===== config.mk =====
export PLATFORM = sky130hd
export DESIGN_NAME = if_stage
export DESIGN_NICKNAME = d
export VERILOG_FILES = /design/src/rtl/cpu_pkg.sv /design/src/rtl/pc_gen.sv /design/src/rtl/if_stage.sv
export SDC_FILE = /design/constraint.sdc
export NUM_CORES = 1
export LEC_CHECK = 0
export CAP_MARGIN = 20
export CORE_MARGIN = 2
export CORE_UTILIZATION = 45
export CTS_CLUSTER_DIAMETER = 30
export CTS_CLUSTER_SIZE = 14
export DETAILED_ROUTE_END_ITERATION = 8
export MAX_ROUTING_LAYER = met4
export PLACE_DENSITY = 0.87
export SYNTH_ARGS = -nofsm -noshare
export SYNTH_HDL_FRONTEND = slang
export SYNTH_SLANG_ARGS = --single-unit

===== constraint.sdc =====
create_clock -name clk -period 4.5 [get_ports clk]
set_input_delay 1.35 -clock clk [delete_from_list [all_inputs] [get_ports clk]]
set_output_delay 1.35 -clock clk [all_outputs]
set_load 0.1 [all_outputs]

===== src/rtl/cpu_pkg.sv =====
// Shared definitions for the 16-bit pipelined processor: default widths,
// the NOP encoding used for pipeline bubbles, and the fetch FSM states.
package cpu_pkg;

  localparam int DEF_DATA_WIDTH = 16;
  localparam int DEF_ADDR_WIDTH = 8;

  localparam logic [15:0] NOP_INSTR = 16'h0000;

  typedef enum logic {
    RUN  = 1'b0,
    HALT = 1'b1
  } state_t;

endpackage


===== src/rtl/pc_gen.sv =====
// Program counter register with next-PC selection:
// halt hold > taken branch > stall hold > jump > sequential increment.
module pc_gen
  import cpu_pkg::*;
#(
  parameter int ADDR_WIDTH = DEF_ADDR_WIDTH
) (
  input  logic                  clk,
  input  logic                  rst,
  input  logic                  halt,
  input  logic                  branch_taken,
  input  logic [ADDR_WIDTH-1:0] branch_target,
  input  logic                  stall,
  input  logic                  jump,
  input  logic [ADDR_WIDTH-1:0] jump_addr,
  output logic [ADDR_WIDTH-1:0] pc
);

  logic [ADDR_WIDTH-1:0] pc_next;

  // A taken branch beats a stall: the stalled instruction is on the wrong path.
  always_comb begin
    pc_next = pc + ADDR_WIDTH'(1);
    if (halt)
      pc_next = pc;
    else if (branch_taken)
      pc_next = branch_target;
    else if (stall)
      pc_next = pc;
    else if (jump)
      pc_next = jump_addr;
  end

  always_ff @(posedge clk) begin
    if (rst)
      pc <= '0;
    else
      pc <= pc_next;
  end

endmodule


===== src/rtl/if_stage.sv =====
// Instruction-fetch stage: PC generation, IF/ID pipeline register,
// run/halt FSM driven by decoded Stop, and a valid-fetch counter.
module if_stage
  import cpu_pkg::*;
#(
  parameter int DATA_WIDTH = DEF_DATA_WIDTH,
  parameter int ADDR_WIDTH = DEF_ADDR_WIDTH
) (
  input  logic                  clk,
  input  logic                  rst,
  input  logic                  stall_IF_i,
  input  logic                  stall_IF_ID_i,
  input  logic                  flush_IF_ID_i,
  input  logic                  Jump_i,
  input  logic [ADDR_WIDTH-1:0] jumpAddr_i,
  input  logic                  PCSrc_i,
  input  logic [ADDR_WIDTH-1:0] branch_target_i,
  input  logic                  Stop_i,
  output logic [ADDR_WIDTH-1:0] instr_mem_addr_o,
  input  logic [DATA_WIDTH-1:0] instr_mem_rD_i,
  output logic [ADDR_WIDTH-1:0] PCD_o,
  output logic [DATA_WIDTH-1:0] instruction_mem_rD_o,
  output logic                  validD_o,
  output logic                  halted_o,
  output logic [15:0]           fetch_count_o
);

  state_t                state;
  logic [ADDR_WIDTH-1:0] pc;
  logic                  squash;

  pc_gen #(
    .ADDR_WIDTH(ADDR_WIDTH)
  ) u_pc_gen (
    .clk          (clk),
    .rst          (rst),
    .halt         (state == HALT),
    .branch_taken (PCSrc_i),
    .branch_target(branch_target_i),
    .stall        (stall_IF_i),
    .jump         (Jump_i),
    .jump_addr    (jumpAddr_i),
    .pc           (pc)
  );

  assign instr_mem_addr_o = pc;

  // Wrong-path fetches behind a redirect are squashed here, not by the hazard unit.
  assign squash = flush_IF_ID_i | PCSrc_i | (Jump_i & ~stall_IF_i);

  always_ff @(posedge clk) begin
    if (rst) begin
      PCD_o                <= '0;
      instruction_mem_rD_o <= DATA_WIDTH'(NOP_INSTR);
      validD_o             <= 1'b0;
      fetch_count_o        <= '0;
    end else if (squash || (!stall_IF_ID_i && state == HALT)) begin
      PCD_o                <= '0;
      instruction_mem_rD_o <= DATA_WIDTH'(NOP_INSTR);
      validD_o             <= 1'b0;
    end else if (!stall_IF_ID_i) begin
      PCD_o                <= pc;
      instruction_mem_rD_o <= instr_mem_rD_i;
      validD_o             <= 1'b1;
      fetch_count_o        <= fetch_count_o + 16'd1;
    end
  end

  always_ff @(posedge clk) begin
    if (rst) begin
      state    <= RUN;
      halted_o <= 1'b0;
    end else begin
      case (state)
        RUN: begin
          // A stalled Stop waits; one squashed by a branch or flush never halts.
          if (Stop_i && !PCSrc_i && !flush_IF_ID_i && !stall_IF_ID_i) begin
            state    <= HALT;
            halted_o <= 1'b1;
          end
        end
        HALT: begin
          state    <= HALT;
          halted_o <= 1'b1;
        end
        default: begin
          state    <= RUN;
          halted_o <= 1'b0;
        end
      endcase
    end
  end

endmodule


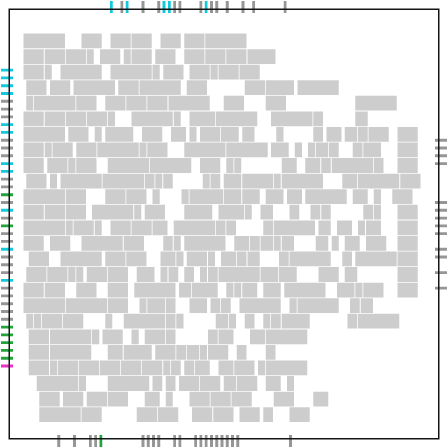
Run 1: pin map
Pins as bars across the die edge, other pins in grey.
green -> PCD_o  # pins 8, direction output, edge 7 left, 1 bottom
cyan -> instr_mem_rD_i  # pins 16, direction input, edge 11 left, 5 top
magenta -> clk  # pins 1, direction input, edge left
all pins by edge = 39 left, 21 bottom, 17 top, 13 right

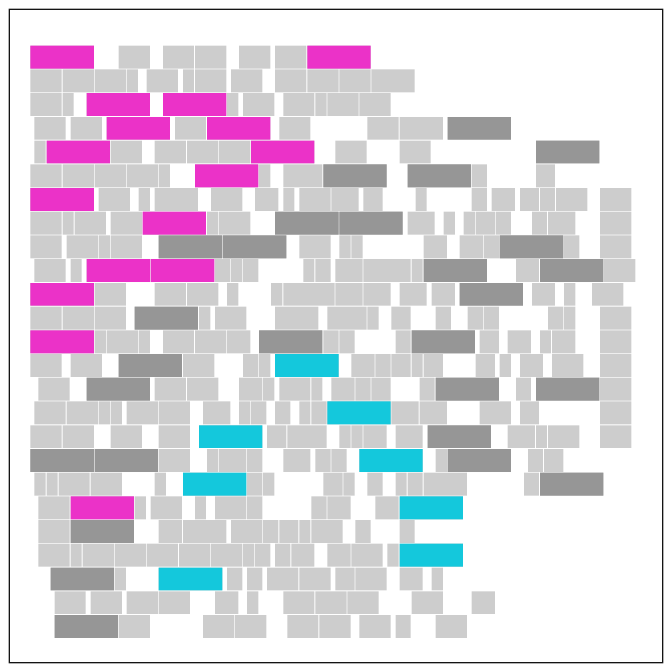
Run 1: where the registers sit
Other sequential cells in the stronger grey, the rest of the logic in the fainter grey.
cyan -> u_pc_gen.pc  # sequential cells 8
magenta -> instruction_mem_rD_o  # sequential cells 16
not coloured = 27
Sequential Power: 0.476 mW
Seq. cell area: 0.00102 mm2
Seq/total area: 31.0%
fin util: 68.8%

==> metrics.yaml, run 1 <==
route:
  wl_met3_um: 467
  via_count: 2143
  ant_nets: 0
  route.detailed.drc: 0
final_timing:
  finalCritPeriodShare_pct: 75.4
  rsz0062_at_grt: "no"
  slew_violations: 0
worst_setup_path:
  crit_path_cell_trace: "clkdlybuf4s50_1"
  cp-start-kind: "register"
  endpoint_kind: "output port"
  crit_fanout: 8
  path_delay_family: "buffers and inverters"
die:
  nWellTaps: 67
  io_pins: 90
  die_h_um: 74.8
  fp.dieW_um: 74.8
  initial_core_util_pct: 47.1
global_route:
  busiest_layer: "met2"
  globalRoute.totalOverflow: 0
  grt_pass1_vias: 1984
placement:
  port_buffers: 89
power:
  power_mw: 0.953
  p_leak_nw: 1.21
clocking:
  numCtsBuffers: 5
  clock-root-buffer: "clkbuf_8"
  cts_tree: "yes"
  htreeDepth: 2
synthesis:
  synth_flops: 51
  common_cells: "51 x dfxtp_1, 34 x nor2_1, 27 x mux2i_1, 23 x a21oi_1, 18 x nand2_1"
  synth_top_area_share_pct: 45.3
  synth-main-ff-cell: "dfxtp_1"
  aoi_share_pct: 14.5
finish:
  num-nonclk-buffers: 92
  clock_area_share_pct: 3.00
  flops: 51
  logic_gate_count: 179
  instances_no_fill: 405
  lay_top_cells: "89 x clkdlybuf4s50_1, 51 x dfxtp_1, 34 x nor2_1"
status:
  status: "completed"
worst_hold_path:
  hold_class: "reg2reg"
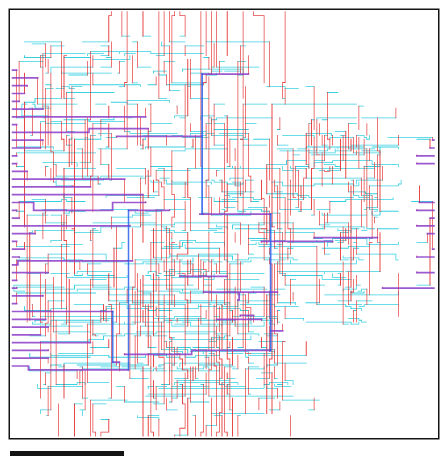
Run 1: routed metal, one colour a layer
Bar = 20 um.
blue -> M4  # wire length 85.0 um
cyan -> M1  # wire length 2550 um
red -> M2  # wire length 2610 um
purple -> M3  # wire length 467 um
total wire length: 5.71 mm
DR WL/cell: 14.1 um

run 1: where the power goes:
part           switching (mW)  total, mW  leakage, nW  internal [mW]
logic                   0.123      0.195        0.753         0.0719
clock network           0.156      0.282       0.0474          0.126
registers              0.0142      0.476        0.414          0.462
run 1: registers in the layout, summed over array words and instances (netlist names):
name	flops
fetch_count_o	16
instruction_mem_rD_o	16
PCD_o	8
u_pc_gen.pc	8
halted_o	1
state	1
validD_o	1
run 1: final timing paths:
path / start / end / slack [ns] / cells after the start
setup reg to reg: fetch_count_o[7] / fetch_count_o[15] / 2.73 / 4
hold / removal: validD_o / validD_o / 0.46 / 2
setup / recovery: u_pc_gen.pc[2] / instr_mem_addr_o[2] / 1.11 / 1
hold reg to reg: validD_o / validD_o / 0.46 / 2
Run 1, routed clock nets over the placement:
Bar = 20 um.
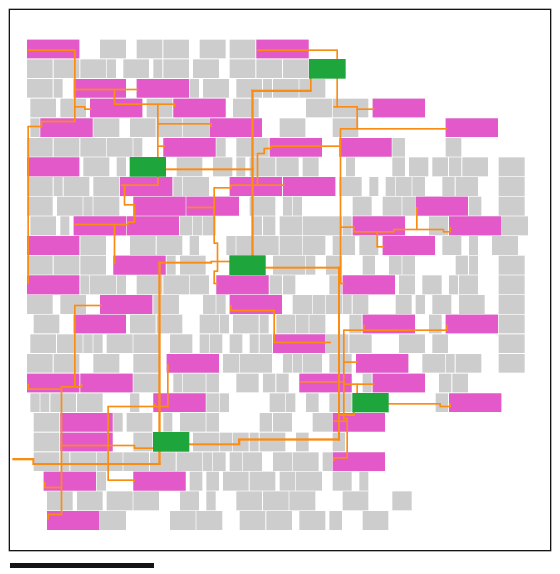

==> inputs of run 2 (changes only) <==
--- a/config.mk
+++ b/config.mk
@@ -7,12 +7,12 @@
 export LEC_CHECK = 0
 export CAP_MARGIN = 20
 export CORE_MARGIN = 2
-export CORE_UTILIZATION = 45
+export CORE_UTILIZATION = 39
 export CTS_CLUSTER_DIAMETER = 30
 export CTS_CLUSTER_SIZE = 14
 export DETAILED_ROUTE_END_ITERATION = 8
 export MAX_ROUTING_LAYER = met4
-export PLACE_DENSITY = 0.87
+export PLACE_DENSITY = 0.8
 export SYNTH_ARGS = -nofsm -noshare
 export SYNTH_HDL_FRONTEND = slang
 export SYNTH_SLANG_ARGS = --single-unit
==> constraint.sdc (replaced) <==
create_clock -name clk -period 3.1 [get_ports clk]
set_input_delay 0.93 -clock clk [delete_from_list [all_inputs] [get_ports clk]]
set_output_delay 0.93 -clock clk [all_outputs]
set_load 0.1 [all_outputs]
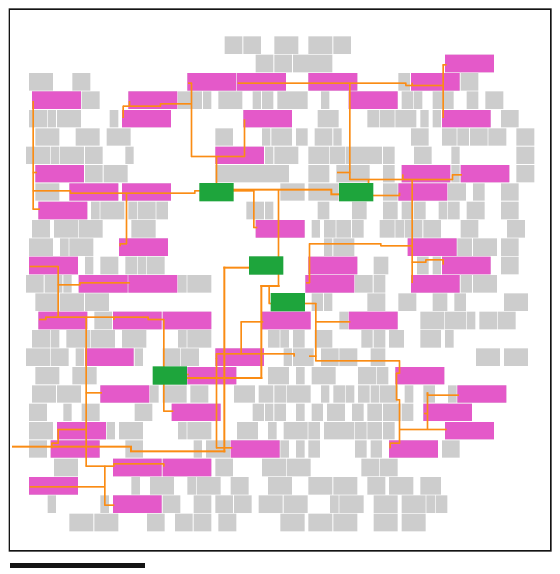
Run 2: routed clock nets over the placement
Bar = 20 um.
magenta -> flip-flops  # count 51
green -> clock-net drivers  # count 5
orange -> clock wires  # length 590 um
flops lie = widely spread
routed clock nets = 6

==> metrics.yaml, run 2 <==
status:
  status: "completed"
worst_setup_path:
  critPathCapture: "fetch_count_o[13]"
  crit_fanout: 13  # +5
  endpoint_kind: "register"
  worst_r2r_endpoint: "fetch_count_o[14]"
  crit_path_cell_trace: "clkdlybuf4s50_1, nand2b_1, nand4b_2, or4_1, a21oi_1"
final_timing:
  slew_violations: 0  # unchanged
placement:
  port_buffers: 89  # unchanged
global_route:
  grt_pass1_vias: 2062  # +3.9%
  busiest_layer: "met2"
power:
  power_leader: "registers"
  sequentialPowerShare_pct: 47.4  # -2.6 points
  p_comb_mw: 0.281  # +44%
worst_hold_path:
  whs_endpoint: "validD_o"
  min_from: "validD_o"
route:
  via_count: 2169  # +1.2%
  totalWireLength_mm: 5.78  # +1.3%
finish:
  post-route-util_pct: 58.2  # -11 points
  flop_area_mm2: 0.00102  # unchanged
  lay_top_cells: "57 x buf_4, 51 x dfxtp_1, 38 x clkdlybuf4s50_1"
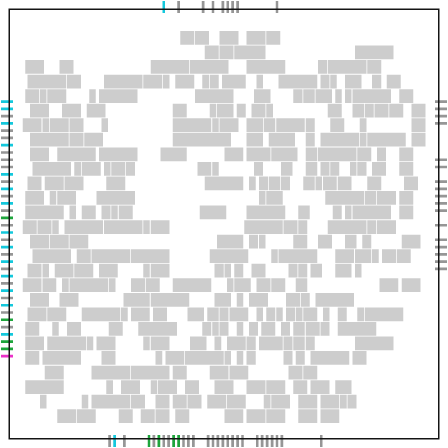
Run 2: pin map
Pins as bars across the die edge, other pins in grey.
green -> PCD_o  # pins 8, direction output, edge 4 left, 4 bottom
magenta -> clk  # pins 1, direction input, edge left
cyan -> instr_mem_rD_i  # pins 16, direction input, edge 14 left, 1 bottom, 1 top
all pins by edge = 36 left, 28 bottom, 17 right, 9 top
Die Width: 80.0 um
die height: 80.0 um

[run 2: kinds of logic (layout without fill, tap and decap cells)]
| family | count (synthesis) | in the layout | share of synthesized area (%) |
|---|---|---|---|
| AND-OR/OR-AND | 53 | 53 | 14.5 |
| XOR/XNOR | 6 | 6 | 2.33 |
| adder cells (fa/ha/maj) | 2 | 2 | 1.11 |
| buffers and inverters | 19 | 112 | 3.83 |
| flip-flops | 51 | 51 | 45.3 |
| multiplexers | 27 | 27 | 12.0 |
| AND/OR/NAND/NOR | 91 | 91 | 20.9 |
[run 2: cell type report]
class                      count  share of cell area (%)
clock inverter                 2                    1.20
clock buffer                   6                    2.56
multi-input combinational    179                    35.6
inverter                       8                   0.932
tap                           72                    2.80
sequential                    51                    31.7
timing repair buffer          96                    25.2
No activity file was given, so power comes from the tool's default toggle rates.
